**config.mk**
```make
export PLATFORM = sky130hd
export DESIGN_NAME = stim_sequencer
export DESIGN_NICKNAME = d
export VERILOG_FILES = /design/src/rtl/stim_sequencer.sv
export SDC_FILE = /design/constraint.sdc
export NUM_CORES = 1
export LEC_CHECK = 0
export CAP_MARGIN = 40
export CORE_MARGIN = 2
export CORE_UTILIZATION = 52
export DETAILED_ROUTE_END_ITERATION = 16
export PLACE_DENSITY = 0.71
export SETUP_SLACK_MARGIN = 0.2
export SYNTH_ARGS = -nofsm -noshare
export SYNTH_HDL_FRONTEND = slang
export SYNTH_SLANG_ARGS = --single-unit
```
**constraint.sdc**
```tcl
create_clock -name i_clk -period 3.8 [get_ports i_clk]
set_clock_uncertainty 0.15 [all_clocks]
set_input_delay 0.38 -clock i_clk [delete_from_list [all_inputs] [get_ports i_clk]]
set_output_delay 0.38 -clock i_clk [all_outputs]
set_load 0.01 [all_outputs]
```
**src/rtl/stim_sequencer.sv**
```systemverilog
// Vector-table stimulus sequencer: issues stored stimuli over valid/ready,
// waits for each result and strobes (actual, expected) pairs to a checker.
module stim_sequencer #(
    parameter int WIDTH   = 8,
    parameter int DEPTH   = 16,
    parameter int AW      = 4,
    parameter int TIMEOUT = 255
) (
    input  logic             i_clk,
    input  logic             i_rst,
    input  logic             i_load_en,
    input  logic [AW-1:0]    i_load_addr,
    input  logic [WIDTH-1:0] i_load_stim,
    input  logic [WIDTH-1:0] i_load_exp,
    input  logic             i_start,
    input  logic [AW:0]      i_num_tests,
    output logic [WIDTH-1:0] o_stim,
    output logic             o_stim_valid,
    input  logic             i_stim_ready,
    input  logic [WIDTH-1:0] i_res,
    input  logic             i_res_valid,
    output logic             o_chk_valid,
    output logic [WIDTH-1:0] o_chk_actual,
    output logic [WIDTH-1:0] o_chk_expctd,
    output logic [AW-1:0]    o_chk_idx,
    output logic [AW:0]      o_pass_cnt,
    output logic [AW:0]      o_fail_cnt,
    output logic             o_busy,
    output logic             o_done,
    output logic             o_timeout
);

    typedef enum logic [2:0] {
        S_IDLE,
        S_ISSUE,
        S_WAIT,
        S_CHECK,
        S_DONE
    } state_t;

    localparam logic [AW:0]   LP_DEPTH = (AW+1)'(DEPTH);
    localparam logic [AW:0]   LP_ONE   = (AW+1)'(1);
    localparam logic [AW-1:0] LP_IONE  = AW'(1);
    localparam logic [7:0]    LP_TO    = 8'(TIMEOUT);

    state_t           r_state;
    logic [WIDTH-1:0] r_stim_tbl [DEPTH];
    logic [WIDTH-1:0] r_exp_tbl  [DEPTH];
    logic [AW-1:0]    r_idx;
    logic [AW:0]      r_n;
    logic [7:0]       r_timer;
    logic             r_force_fail;
    logic [WIDTH-1:0] r_stim;
    logic             r_stim_valid;
    logic             r_chk_valid;
    logic [WIDTH-1:0] r_chk_actual;
    logic [WIDTH-1:0] r_chk_expctd;
    logic [AW-1:0]    r_chk_idx;
    logic [AW:0]      r_pass_cnt;
    logic [AW:0]      r_fail_cnt;
    logic             r_busy;
    logic             r_done;
    logic             r_timeout;

    logic             w_load;
    logic [AW:0]      w_n;
    logic [WIDTH-1:0] w_stim0;
    logic [AW-1:0]    w_idx_nxt;
    logic             w_last;
    logic             w_pass;

    assign w_load    = i_load_en &&
                       (r_state == S_IDLE || r_state == S_DONE);
    assign w_n       = (i_num_tests > LP_DEPTH) ? LP_DEPTH : i_num_tests;
    // A same-cycle write to entry 0 must reach the first issued stimulus
    assign w_stim0   = (w_load && i_load_addr == '0) ? i_load_stim
                                                     : r_stim_tbl[0];
    assign w_idx_nxt = r_idx + LP_IONE;
    assign w_last    = ({1'b0, r_idx} == (r_n - LP_ONE));
    assign w_pass    = (r_chk_actual == r_chk_expctd) && !r_force_fail;

    always_ff @(posedge i_clk) begin
        if (w_load) begin
            r_stim_tbl[i_load_addr] <= i_load_stim;
            r_exp_tbl[i_load_addr]  <= i_load_exp;
        end
    end

    always_ff @(posedge i_clk or posedge i_rst) begin
        if (i_rst) begin
            r_state      <= S_IDLE;
            r_idx        <= '0;
            r_n          <= '0;
            r_timer      <= '0;
            r_force_fail <= 1'b0;
            r_stim       <= '0;
            r_stim_valid <= 1'b0;
            r_chk_valid  <= 1'b0;
            r_chk_actual <= '0;
            r_chk_expctd <= '0;
            r_chk_idx    <= '0;
            r_pass_cnt   <= '0;
            r_fail_cnt   <= '0;
            r_busy       <= 1'b0;
            r_done       <= 1'b0;
            r_timeout    <= 1'b0;
        end else begin
            unique case (r_state)
                S_IDLE, S_DONE: begin
                    if (i_start) begin
                        r_n        <= w_n;
                        r_idx      <= '0;
                        r_pass_cnt <= '0;
                        r_fail_cnt <= '0;
                        r_timeout  <= 1'b0;
                        if (w_n == '0) begin
                            r_state <= S_DONE;
                            r_done  <= 1'b1;
                        end else begin
                            r_state      <= S_ISSUE;
                            r_done       <= 1'b0;
                            r_busy       <= 1'b1;
                            r_stim       <= w_stim0;
                            r_stim_valid <= 1'b1;
                        end
                    end
                end
                S_ISSUE: begin
                    if (i_stim_ready) begin
                        r_state      <= S_WAIT;
                        r_stim_valid <= 1'b0;
                        r_timer      <= '0;
                    end
                end
                S_WAIT: begin
                    // A result in the deadline cycle still beats the timeout
                    if (i_res_valid || r_timer == LP_TO) begin
                        r_state      <= S_CHECK;
                        r_chk_valid  <= 1'b1;
                        r_chk_actual <= i_res_valid ? i_res : '0;
                        r_force_fail <= !i_res_valid;
                        r_chk_expctd <= r_exp_tbl[r_idx];
                        r_chk_idx    <= r_idx;
                        if (!i_res_valid) begin
                            r_timeout <= 1'b1;
                        end
                    end else begin
                        r_timer <= r_timer + 8'd1;
                    end
                end
                S_CHECK: begin
                    r_chk_valid <= 1'b0;
                    if (w_pass) begin
                        r_pass_cnt <= r_pass_cnt + LP_ONE;
                    end else begin
                        r_fail_cnt <= r_fail_cnt + LP_ONE;
                    end
                    if (w_last) begin
                        r_state <= S_DONE;
                        r_busy  <= 1'b0;
                        r_done  <= 1'b1;
                    end else begin
                        r_state      <= S_ISSUE;
                        r_idx        <= w_idx_nxt;
                        r_stim       <= r_stim_tbl[w_idx_nxt];
                        r_stim_valid <= 1'b1;
                    end
                end
                default: begin
                    r_state <= S_IDLE;
                end
            endcase
        end
    end

    assign o_stim       = r_stim;
    assign o_stim_valid = r_stim_valid;
    assign o_chk_valid  = r_chk_valid;
    assign o_chk_actual = r_chk_actual;
    assign o_chk_expctd = r_chk_expctd;
    assign o_chk_idx    = r_chk_idx;
    assign o_pass_cnt   = r_pass_cnt;
    assign o_fail_cnt   = r_fail_cnt;
    assign o_busy       = r_busy;
    assign o_done       = r_done;
    assign o_timeout    = r_timeout;

endmodule

```
Fig. 1: metal 1
Scale bar: 50 um. Supply wires on this layer in grey.
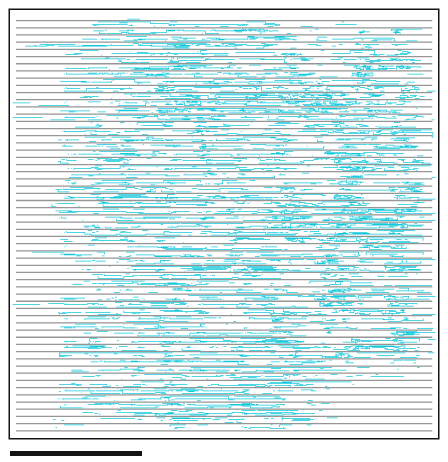
longest straight run: 53.4 um
nets with wire on the layer: 822
wire length on this layer: 11400 um
share of all routed wire: 41%
main direction: horizontal
Vias: 7169
met1 usage: 0.297
wirelength, routed: 27.9 mm

Fig. 2: M2 wires
Cells faint in the background.
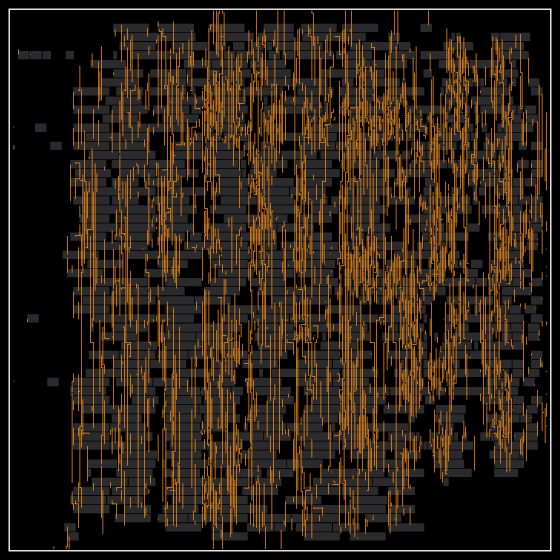
share of all routed wire: 49%
wire length on this layer: 13700 um

==> metrics.json <==
{
  "clk_root_buffer_cell": "sky130_fd_sc_hd__clkbuf_16",
  "wl_per_cell_um": 23.5,
  "timing.final.hold_violations": 0,
  "lay_top_count": "sky130_fd_sc_hd__edfxtp_1",
  "critical_path.reg2reg.endpoint": "r_exp_tbl[0][3]",
  "r2r_cells": 3,
  "hold_buffers": 0,
  "synth-warning-count": 0,
  "count_of_input_and_output_buffers": 81,
  "worstPathMaxFanout": 16,
  "postSynthCellCount": 730,
  "overflow": 0,
  "peakVddDrop_mv": 0.467,
  "wl_met1_mm": 11.4,
  "grt_start_max_net_pins": 70,
  "r2r_start": "r_state[0]",
  "numCtsBuffers": 34,
  "synthesized_area_per_cell_um2": 17.7,
  "route.detailed.drc": 0,
  "post-route-period-util": 0.765,
  "number_of_max_slew_violations_in_the_final_report": 0,
  "timing.critical_path.from": "r_state[0]",
  "cts-resized-gates": 0,
  "rrSetupSlack_ns": 0.89,
  "fp.dieW_um": 162,
  "clock_tree_from_tritoncts": "yes",
  "placed_cell_area_mm2": 0.0143,
  "fp-utilization": 0.531,
  "synth_seq_share": 0.718,
  "dr_wl_met3_mm": 1.79,
  "post-route-min-period_ns": 2.91,
  "setup_total_negative_slack_ns": 0,
  "synthesis.nets": 774,
  "count_of_warning_messages_emitted_by_the_tools": 26,
  "top_layer_in_use": "met4",
  "synth_cell_types": 55,
  "io_pins": 82,
  "yosys_cells": 730,
  "clock_latency_ns": 0.51,
  "timing.final.setup_violations": 0,
  "fin_area_mm2": 0.0153,
  "antenna-diode-count": 0,
  "power.density_cell_area_mw_per_mm2": 673,
  "synth-area-yosys_mm2": 0.0129,
  "chip_area_mm2": 0.0262,
  "viasPerCell": 6.03,
  "cp.required_ns": 3.80,
  "slew_headroom": 0.419,
  "mi_logic_area_mm2": 0.00347,
  "clock_sinks": 320,
  "max_cap_violations": 0,
  "status": "completed",
  "layout-drive-gt1-share": 0.178,
  "placeableCoreArea_mm2": 0.0244,
  "rsz0062_at_grt": "no",
  "p_leak_uw": 0.00530,
  "worst-endpoint-arrival_ns": 2.91,
  "grt_use_total": 0.220,
  "final_hpwl_from_detailed_placement_mm": 17.2,
  "fin_total_pwr_uw": 10300,
  "detail-route-antenna-nets": 0,
  "path_clk_slew_ns": 0.06,
  "layout-area-overhead-vs-synth_pct": 17.9,
  "post-cts-setup-buffer-count": 0,
  "mappedNetlistArea_mm2": 0.0129,
  "edf_count": 256,
  "ctsHtreeMaxLevel": 2,
  "drt_pass1_iterations": 5,
  "fp.dieH_um": 162,
  "lay_top_cells": "256 x sky130_fd_sc_hd__edfxtp_1, 81 x sky130_fd_sc_hd__clkdlybuf4s50_1, 72 x sky130_fd_sc_hd__mux4_2",
  "net_total_in_the_final_layout": 886,
  "filler_cell_count": 1732,
  "antenna_violations_before_repair": 0,
  "globalplace.congestion": 0.841,
  "vias_in_the_first_global_route": 7491,
  "fmax_mhz": 344,
  "cp-end-kind": "register",
  "worst_hold_path_type": "in2async",
  "num_rows": 57,
  "drtIter0Drc": 780,
  "grt_first_pass_wirelength_mm": 43.4,
  "flop_area_mm2": 0.00929
}
Fig. 3: the metal 3 layer
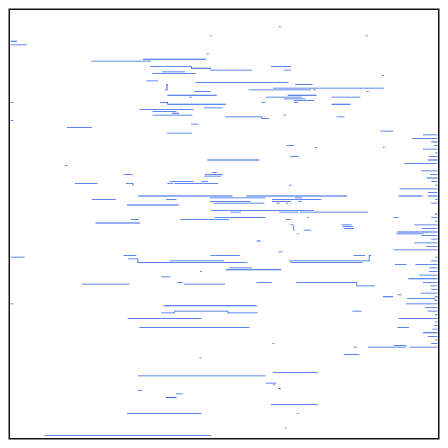
nets with wire on the layer: 141
longest straight run: 62.8 um
met3 layer usage reported by global route: 0.0360

==> registers in the layout, indices dropped and copies added (netlist names) <==
register,count
o_busy,1
o_chk_actual,8
o_chk_expctd,8
o_chk_idx,4
o_chk_valid,1
o_done,1
o_fail_cnt,5
o_pass_cnt,5
o_stim,8
o_stim_valid,1
o_timeout,1
r_exp_tbl,128
r_force_fail,1
r_idx,4
r_n,5
r_state,3
r_stim_tbl,128
r_timer,8
==> how the worst max path moves through the flow <==
stage / to / slack (ns) / cells after the start
after floorplan: r_exp_tbl[2][0] / 1.03 / 4
after global placement: r_exp_tbl[0][4] / 0.75 / 4
after detailed placement: r_exp_tbl[0][3] / 0.70 / 4
after CTS: r_exp_tbl[0][3] / 0.91 / 3
after global routing: r_exp_tbl[0][3] / 0.82 / 3
final: r_exp_tbl[0][3] / 0.89 / 3
==> through the flow <==
step / instances / setup slack (ns) / hold slack [ns] / utilization
3_3_place_gp: 1129 / 0.747 / 0.312 / 0.584
6_report: 1188 / 0.894 / 0.0270 / 0.626
4_1_cts: 1188 / 0.906 / 0.0198 / 0.626
3_5_place_dp: 1130 / 0.699 / 0.325 / 0.585
2_1_floorplan: 730 / 1.03 / 0.316 / -
5_1_grt: 1188 / 0.815 / 0.0514 / 0.626
==> cell type report <==
class | instances | share of cell area
clock buffers | 41 | 0.0589
well taps | 324 | 0.0266
clock inverters | 17 | 0.00631
flip-flops and latches | 320 | 0.609
inverters | 10 | 0.00246
repair buffers | 111 | 0.0695
multi-input cells | 365 | 0.227
==> worst max-delay path, stage by stage, from the launching register on <==
cell,delay [ns]
sky130_fd_sc_hd__dfrtp_1,0.55
sky130_fd_sc_hd__or4b_1,0.62
sky130_fd_sc_hd__or4_1,0.75
sky130_fd_sc_hd__inv_2,0.47
==> synth_stat cells (all sizes together), types with 4 or more instances <==
master  number  area [um2]
edfxtp     256        7690
mux4        72        1620
nand2       70         263
dfrtp       64        1600
nor2        29         109
a21oi       21         105
o21ai       21         105
mux2i       20         200
clkbuf      19        71.3
buf         16        92.6
xor2        16         140
a22o        10        87.6
inv         10        37.5
a32o         9        90.1
a32oi        8        70.1
nand2b       8        50.1
nand3        7        40.0
nor3         7        35.0
and2         6        37.5
ha           5        62.6
nand3b       5        37.5
o211ai       5        37.5
nand4        4        25.0
xnor2        4        35.0
==> where the power goes <==
| part | switching, uW | total (uW) | internal (uW) |
|---|---|---|---|
| Combinational | 1480 | 2970 | 1480 |
| Clock | 1270 | 2950 | 1680 |
| Sequential | 264 | 4350 | 4080 |
| Total | 3020 | 10300 | 7250 |
==> cells by family (layout without fill, tap and decap cells) <==
logic type / Yosys count / count (layout) / share of synthesized area
flip-flops: 320 / 320 / 0.718
adder cells (fa/ha/maj): 5 / 5 / 0.00483
XOR/XNOR: 20 / 20 / 0.0135
AND/OR/NAND/NOR: 154 / 154 / 0.0569
buffers and inverters: 45 / 179 / 0.0156
AND-OR/OR-AND: 94 / 94 / 0.0507
multiplexers: 92 / 92 / 0.141
==> metal layers <==
| layer | vias to the layer above | track usage |
|---|---|---|
| li1 | 3132 | - |
| met1 | 3654 | 0.297 |
| met2 | 316 | 0.366 |
| met3 | 67 | 0.0360 |
| met4 | 0 | 0.0841 |
| met5 | - | 0 |
Power is estimated from default activity; no workload was simulated.
